[src/rtl/dragon_chaser.sv]
// rtl/dragon_chaser.sv - dragon head position, length and behaviour state controller
module dragon_chaser #(
    parameter int                     COORD_W        = 4,
    parameter int                     MOVE_PERIOD    = 4,
    parameter int                     RETREAT_FRAMES = 60,
    parameter int                     SCATTER_FRAMES = 90,
    parameter int                     LEN_W          = 4,
    parameter int                     INIT_LEN       = 3,
    parameter int                     MAX_LEN        = 15,
    parameter logic [2*COORD_W-1:0]   START_LOC      = {4'd7, 4'd7},
    parameter logic [7:0]             LFSR_SEED      = 8'hA5
) (
    input  logic                   frame_clk,
    input  logic                   rst,
    input  logic [2*COORD_W-1:0]   player_location,
    input  logic [2*COORD_W-1:0]   sheep_location,
    input  logic                   dragon_hurt,
    input  logic                   dragon_win,
    output logic [2*COORD_W-1:0]   dragon_head_location,
    output logic [1:0]             dragon_head_direction,
    output logic [LEN_W-1:0]       dragon_body_length,
    output logic [1:0]             behaviour_state,
    output logic                   move_strobe
);

    localparam int CW    = COORD_W;
    localparam int LW    = 2 * COORD_W;
    localparam int CNT_W = (MOVE_PERIOD > 1) ? $clog2(MOVE_PERIOD) : 1;
    localparam int TMAX  = (RETREAT_FRAMES > SCATTER_FRAMES) ? RETREAT_FRAMES : SCATTER_FRAMES;
    localparam int TMR_W = $clog2(TMAX + 1);
    localparam logic [CW-1:0] CMAX = '1;

    typedef enum logic [1:0] {
        ST_CONTEST = 2'd0,
        ST_RETREAT = 2'd1,
        ST_SCATTER = 2'd2,
        ST_DEAD    = 2'd3
    } state_t;

    state_t            state_q, state_d;
    logic [LW-1:0]     head_q, head_d;
    logic [1:0]        dir_q, dir_d;
    logic [LEN_W-1:0]  len_q, len_d;
    logic              strobe_q, strobe_d;
    logic [CNT_W-1:0]  cnt_q, cnt_d;
    logic [TMR_W-1:0]  tmr_q, tmr_d;
    logic [7:0]        lfsr_q, lfsr_d;
    logic [LW-1:0]     target_q, target_d;

    logic [LW-1:0]     tgt, nxt_loc;
    logic [CW-1:0]     hx, hy, tx, ty, nx, ny;
    logic [CW:0]       adx, ady, dist_p, dist_s;
    logic [1:0]        nxt_dir;
    logic              step, reach, move_en;

    function automatic logic [CW:0] absdiff(input logic [CW-1:0] a, input logic [CW-1:0] b);
        return (a > b) ? ({1'b0, a} - {1'b0, b}) : ({1'b0, b} - {1'b0, a});
    endfunction

    always_ff @(posedge frame_clk) begin
        if (rst) begin
            state_q  <= ST_CONTEST;
            head_q   <= START_LOC;
            dir_q    <= 2'd0;
            len_q    <= LEN_W'(INIT_LEN);
            strobe_q <= 1'b0;
            cnt_q    <= '0;
            tmr_q    <= '0;
            lfsr_q   <= LFSR_SEED;
            target_q <= '0;
        end else begin
            state_q  <= state_d;
            head_q   <= head_d;
            dir_q    <= dir_d;
            len_q    <= len_d;
            strobe_q <= strobe_d;
            cnt_q    <= cnt_d;
            tmr_q    <= tmr_d;
            lfsr_q   <= lfsr_d;
            target_q <= target_d;
        end
    end

    always_comb begin
        lfsr_d   = {lfsr_q[6:0], lfsr_q[7] ^ lfsr_q[5] ^ lfsr_q[4] ^ lfsr_q[3]};
        step     = (cnt_q == CNT_W'(MOVE_PERIOD - 1));
        cnt_d    = step ? '0 : cnt_q + CNT_W'(1);

        // Contest chases whichever of player/sheep is nearer; ties favour the sheep
        dist_p   = absdiff(player_location[LW-1:CW], head_q[LW-1:CW])
                 + absdiff(player_location[CW-1:0], head_q[CW-1:0]);
        dist_s   = absdiff(sheep_location[LW-1:CW], head_q[LW-1:CW])
                 + absdiff(sheep_location[CW-1:0], head_q[CW-1:0]);
        if (state_q == ST_CONTEST)
            tgt = (dist_p < dist_s) ? player_location : sheep_location;
        else
            tgt = target_q;

        hx      = head_q[LW-1:CW];
        hy      = head_q[CW-1:0];
        tx      = tgt[LW-1:CW];
        ty      = tgt[CW-1:0];
        adx     = absdiff(tx, hx);
        ady     = absdiff(ty, hy);
        nx      = hx;
        ny      = hy;
        nxt_dir = dir_q;
        if (head_q != tgt) begin
            if (adx >= ady) begin
                if (tx > hx) begin
                    nx      = hx + CW'(1);
                    nxt_dir = 2'd1;
                end else begin
                    nx      = hx - CW'(1);
                    nxt_dir = 2'd3;
                end
            end else begin
                if (ty > hy) begin
                    ny      = hy + CW'(1);
                    nxt_dir = 2'd2;
                end else begin
                    ny      = hy - CW'(1);
                    nxt_dir = 2'd0;
                end
            end
        end
        nxt_loc = {nx, ny};
        reach   = step && (nxt_loc == tgt);

        state_d  = state_q;
        len_d    = len_q;
        target_d = target_q;
        case (state_q)
            ST_CONTEST, ST_SCATTER: begin
                if (dragon_hurt) begin
                    len_d    = len_q - LEN_W'(1);
                    state_d  = (len_q == LEN_W'(1)) ? ST_DEAD : ST_RETREAT;
                    target_d = {lfsr_q[0] ? CMAX : '0, lfsr_q[1] ? CMAX : '0};
                end else if (state_q == ST_CONTEST && dragon_win) begin
                    len_d    = (len_q >= LEN_W'(MAX_LEN)) ? LEN_W'(MAX_LEN) : len_q + LEN_W'(1);
                    state_d  = ST_SCATTER;
                    target_d = lfsr_q[LW-1:0];
                end else if (state_q == ST_SCATTER &&
                             (reach || tmr_q == TMR_W'(SCATTER_FRAMES - 1))) begin
                    state_d  = ST_CONTEST;
                end
            end
            ST_RETREAT: begin
                if (reach || tmr_q == TMR_W'(RETREAT_FRAMES - 1))
                    state_d = ST_CONTEST;
            end
            default: ;
        endcase

        if (state_d != state_q)
            tmr_d = '0;
        else if (state_q == ST_RETREAT || state_q == ST_SCATTER)
            tmr_d = tmr_q + TMR_W'(1);
        else
            tmr_d = '0;

        // A dying dragon freezes on the event edge itself, even if it was a step edge
        move_en  = step && (state_q != ST_DEAD) && (state_d != ST_DEAD);
        head_d   = move_en ? nxt_loc : head_q;
        dir_d    = move_en ? nxt_dir : dir_q;
        strobe_d = move_en;
    end

    assign dragon_head_location  = head_q;
    assign dragon_head_direction = dir_q;
    assign dragon_body_length    = len_q;
    assign behaviour_state       = state_q;
    assign move_strobe           = strobe_q;

endmodule
[config.mk]
export PLATFORM = sky130hd
export DESIGN_NAME = dragon_chaser
export DESIGN_NICKNAME = d
export VERILOG_FILES = /design/src/rtl/dragon_chaser.sv
export SDC_FILE = /design/constraint.sdc
export NUM_CORES = 1
export LEC_CHECK = 0
export CAP_MARGIN = 20
export CORE_MARGIN = 3
export CORE_UTILIZATION = 55
export CTS_CLUSTER_DIAMETER = 40
export DETAILED_ROUTE_END_ITERATION = 6
export PLACE_DENSITY = 0.78
export SYNTH_ARGS = -nofsm -noshare
export SYNTH_HDL_FRONTEND = slang
export SYNTH_SLANG_ARGS = --single-unit
[constraint.sdc]
create_clock -name frame_clk -period 25.4 [get_ports frame_clk]
set_input_delay 7.62 -clock frame_clk [delete_from_list [all_inputs] [get_ports frame_clk]]
set_output_delay 7.62 -clock frame_clk [all_outputs]
set_load 0.02 [all_outputs]
==> out/results.ini, run 1 <==
[clocking]
root_buffer = clkbuf_8
max-clock-path-buffers = 2
clock-sinks = 42
htree_levels = 2
clk_pin_slew_ns = 0.08
postCtsSetupRepairBufs = 0

[sta]
setup-tns-final_ns = 0
rsz0062_at_grt = false
layout_setup_ws_ns = 8.26
drv_slew = 0
finalHoldViolations = 0

[route]
drcViolationCount = 0
post_drt_via_cell_ratio = 5.95
drtAntennaViolNets = 0
wl_per_cell_um = 16.1
vias = 4384
routed_wl_mm = 11.9

[status]
outcome = finished clean

[place]
preCtsSetupSlack_ns = 8.00
place.gp.congestion = 0.933
hpwl_mm = 9.61

[logic_synthesis]
syn-cell-area_sq_um = 5040
edf_count = 0
yosys_warnings = 0
synth_seq_share_pct = 16.7
yosys_area_sq_um = 5040
synthArstFlopShare_pct = 0

[worst_setup_path]
worstPathRequired_ns = 25.54
r2r_cells = 35
path_class = input port to register
cp-end-kind = register
reg2reg_setup_slack_ns = 15.32

[final_layout]
layout_top_cells = ha_1 (80), inv_1 (64), a21oi_1 (42), dfxtp_1 (42), nor2_1 (41)
seq_area_sq_um = 841
layout.cells.most_common = ha_1
area_growth_pct = 10.7

[global_routing]
globalRouteTotalUtil_pct = 23.9
grt_pass1_vias = 4272

[run]
cap_violations = 0

[min_path]
hold_path_depth = 1

[floorplan]
chipArea_sq_um = 10300

==> run 1: logic make-up after synthesis <==
| kind of cell | after synthesis | synth area share (%) |
|---|---|---|
| simple gates | 153 | 15.5 |
| xor+xnor | 38 | 6.60 |
| fa+ha+maj | 96 | 26.2 |
| compound gates | 156 | 22.3 |
| mux | 31 | 6.40 |
| flops | 42 | 16.7 |
| buf+inv | 81 | 6.33 |
==> run 1: flip-flops by register name, indices dropped and copies added (netlist names), 2 cells and up <==
name                   cells
lfsr_q                     8
behaviour_state            2
cnt_q                      2
tmr_q                      7
target_q                   8
dragon_body_length         4
dragon_head_location       8
dragon_head_direction      2
==> run 1: cells in the mapped netlist, types with 6 or more instances <==
master | instances | share of area [%]
nand2b_1 | 8 | 0.99
dfxtp_1 | 42 | 17
o21ai_0 | 21 | 2.1
nor2_1 | 41 | 3.1
mux2i_1 | 24 | 4.8
xor2_1 | 14 | 2.4
ha_1 | 80 | 20
fa_1 | 16 | 6.4
a21o_1 | 16 | 2.4
a31oi_1 | 8 | 0.99
and3_1 | 8 | 0.99
nand2_1 | 36 | 2.7
a21oi_1 | 42 | 4.2
a211oi_1 | 11 | 1.6
and2_1 | 6 | 0.74
nand4_1 | 6 | 0.74
mux2_2 | 6 | 1.3
nand3_1 | 14 | 1.4
inv_1 | 64 | 4.8
xnor2_1 | 24 | 4.2
nor2b_1 | 6 | 0.74
clkbuf_1 | 13 | 0.97
==> run 1: area by class of cell <==
type	instances	share of cell area, %
clock buffer	6	1.48
clock inverter	2	0.224
inverter	66	4.44
multi-input combinational	474	69.5
sequential	42	15.1
tap	108	2.42
timing repair buffer	39	6.86
==> run 1: worst max-delay path by stage <==
stage | from | to | slack, ns | cells past startpoint
CTS | player_location[1] | dragon_head_location[6] | 8.29 | 36
global placement | player_location[5] | dragon_head_location[1] | 8.33 | 36
detailed placement | player_location[1] | dragon_head_location[6] | 8.00 | 36
global route | player_location[5] | dragon_head_location[1] | 7.54 | 36
floorplan | player_location[1] | dragon_head_location[2] | 9.63 | 37
finish | player_location[1] | dragon_head_location[6] | 8.26 | 36
==> run 1: metal layers <==
layer / share of wire, % / track usage, % / wire [um] / vias to the layer above
met1: 46 / 31.6 / 5400 / 2069
met4: 0.94 / 5.01 / 111 / 0
li1: - / - / - / 2185
met3: 3.8 / 1.58 / 448 / 10
met5: 0 / 0 / 0 / -
met2: 50 / 42.8 / 5890 / 120
==> run 1: metrics by stage <==
stage,instances,instance area (sq um)
after global routing,737,5580
after detailed placement,729,5490
final,737,5580
after floorplan,597,5040
after CTS,737,5580
after global placement,729,5490
### Cell outlines without signal wires, run 1

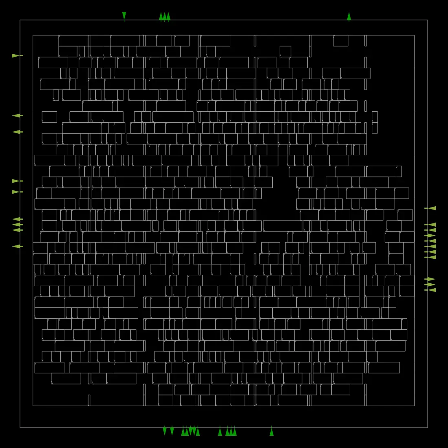
# rows: 34
flop count: 42
Seq area share: 15.1%
Tap Count: 108
fin util: 63.4%

### Ports around the boundary, run 1

Pins as bars across the die edge, other pins in gray.
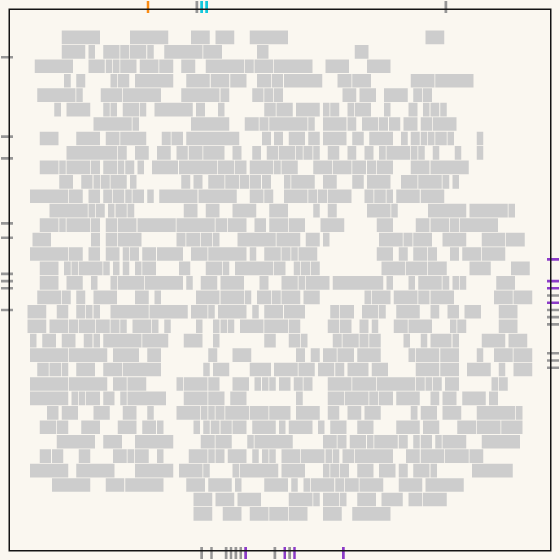
| color | port | pins | direction | edge |
|---|---|---|---|---|
| cyan | `dragon_head_direction` | 2 | output | top |
| purple | `player_location` | 8 | input | 4 right, 4 bottom |
| orange | `rst` | 1 | input | top |
all pins by edge: 12 bottom, 11 right, 9 left, 5 top
DIE HEIGHT: 102 um
IO buf count: 36
Die W: 102 um

### Local utilization, run 1

10 x 10 tiles, from white (low) to dark blue (high), 0 to 100% covered.
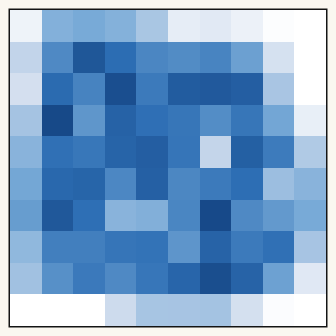
mean over tiles: 53%
emptiest ninth of the die: top right
tiles over 75% full: 22%
nearly empty tiles: 9.0%
fullest tile: 90%
floorplan utilization: 57.2%
area of the core: 8810 sq um

### Met3 routing, run 1

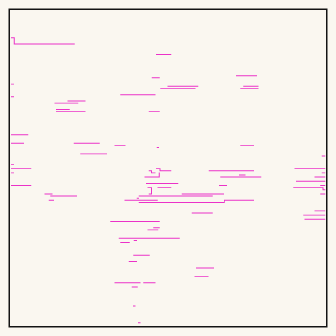

--- run 2 (diff from run 1) ---
==> constraint.sdc (replaced) <==
create_clock -name frame_clk -period 15.9 [get_ports frame_clk]
set_input_delay 4.77 -clock frame_clk [delete_from_list [all_inputs] [get_ports frame_clk]]
set_output_delay 4.77 -clock frame_clk [all_outputs]
set_load 0.02 [all_outputs]
### Met3 routing, run 2

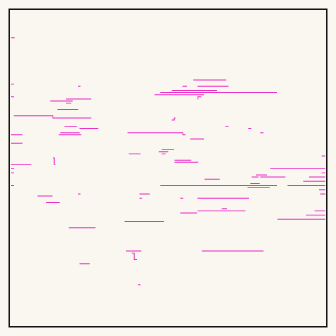
main direction: horizontal
share of all routed wire: 3.9%
GR Util met3: 1.86%
drt total wl: 12.0 mm
total number of vias: 4,403

==> out/results.ini, run 2 <==
[status]
outcome = finished clean  ; unchanged

[route]
post_drt_via_cell_ratio = 5.99  ; was 5.95
drtAntennaViolNets = 0  ; unchanged
wl_per_cell_um = 16.3  ; was 16.1 um

[logic_synthesis]
yosys_area_sq_um = 5040  ; unchanged
syn-cell-area_sq_um = 5040  ; unchanged
area_leaders = ha_1 (20%), dfxtp_1 (17%), fa_1 (6.4%)  ; unchanged
top_cells_by_count = ha_1 (80), inv_1 (64), a21oi_1 (42), dfxtp_1 (42), nor2_1 (41)  ; unchanged
top_area_cell = ha_1  ; unchanged
synth_seq_share_pct = 16.7  ; unchanged
netlist.area_leader.share_pct = 19.9  ; unchanged
top_cell = ha_1  ; unchanged
synthArstFlopShare_pct = 0  ; unchanged

[place]
placed_area_sq_um = 5480  ; was 5490 sq um
preCtsSetupSlack_ns = 1.30  ; was 8.00 ns
port_buffers = 36  ; unchanged
hpwl_mm = 9.84  ; was 9.61 mm
place.gp.congestion = 0.930  ; was 0.933

[clocking]
max-clock-path-buffers = 2  ; unchanged
root_buffer = clkbuf_8  ; unchanged
htree_levels = 2  ; unchanged
postCtsSetupRepairBufs = 0  ; unchanged

[sta]
tightest_slew_ns = 0.823  ; was 0.790 ns
drv_slew = 0  ; unchanged
finalHoldViolations = 0  ; unchanged
layout_setup_ws_ns = 1.53  ; was 8.26 ns
fin_skew_ns = 0.00335  ; was 0.00704 ns
rsz0062_at_grt = false  ; unchanged

[final_layout]
seq_area_sq_um = 841  ; unchanged
final_cell_area_sq_um = 5560  ; was 5580 sq um
layout_top_cells = ha_1 (80), inv_1 (64), a21oi_1 (42), dfxtp_1 (42), nor2_1 (41)  ; unchanged
area_growth_pct = 10.3  ; was 10.7%
layout.cells.most_common = ha_1  ; unchanged

[worst_setup_path]
cp-end-kind = register  ; unchanged
worstPathRequired_ns = 16.09  ; was 25.54 ns
path_class = input port to register  ; unchanged

[floorplan]
chipArea_sq_um = 10300  ; unchanged
rows = 34  ; unchanged
die_y_um = 102  ; unchanged
die_x_um = 102  ; unchanged
fp-utilization_pct = 57.2  ; unchanged

[global_routing]
antenna_found_initial = 0  ; unchanged
grt_max_degree = 36  ; unchanged
grt_pass1_vias = 4278  ; was 4,272

[run]
cap_violations = 0  ; unchanged

run 2: cell counts after synthesis:
Identical to the previous run, type by type.
run 2: cell families (layout without fill, tap and decap cells):
family / Yosys count / in the layout / synth area share, %
AND/OR/NAND/NOR: 153 / 153 / 15.5
adder cells (fa/ha/maj): 96 / 96 / 26.2
AND-OR/OR-AND: 156 / 156 / 22.3
flip-flops: 42 / 42 / 16.7
XOR/XNOR: 38 / 38 / 6.60
multiplexers: 31 / 31 / 6.40
buffers and inverters: 81 / 111 / 6.33
run 2: layout make-up:
type / count / share of cell area [%]
Tap cell: 108 / 2.43
Clock buffer: 5 / 1.24
Multi-Input combinational cell: 474 / 69.8
Clock inverter: 2 / 0.180
Timing Repair Buffer: 38 / 6.75
Sequential cell: 42 / 15.1
Inverter: 66 / 4.46
run 2: worst max-delay path: cells and delay by family:
| kind | cells | cell delay [ns] |
|---|---|---|
| adder cells (fa/ha/maj) | 5 | 1.84 |
| buffers and inverters | 3 | 0.77 |
| multiplexers | 2 | 0.63 |
| AND-OR/OR-AND | 19 | 4.76 |
| AND/OR/NAND/NOR | 5 | 1.44 |
| XOR/XNOR | 2 | 0.33 |
run 2: stage by stage:
step                instances  hold slack (ns)  util [%]
floorplan                 597            0.404         -
global placement          728            0.414      62.2
detailed placement        728            0.422      62.2
CTS                       735            0.434      63.1
global route              735            0.452      63.1
finish                    735            0.433      63.1
run 2: worst paths after layout:
path	from	to	slack (ns)	cells past startpoint
min	cnt_q[0]	cnt_q[0]	0.43	1
max reg2reg	dragon_head_location[5]	dragon_head_direction[1]	5.75	35
min reg2reg	cnt_q[0]	cnt_q[0]	0.43	1
max	player_location[5]	dragon_head_direction[1]	1.53	36
run 2: layer usage:
layer | routed length (um) | global-route usage [%] | share of wire (%)
met1 | 5380 | 30.2 | 45
met2 | 5900 | 42.5 | 49
met3 | 466 | 1.86 | 3.9
met4 | 234 | 7.06 | 2.0
met5 | 0 | 0 | 0
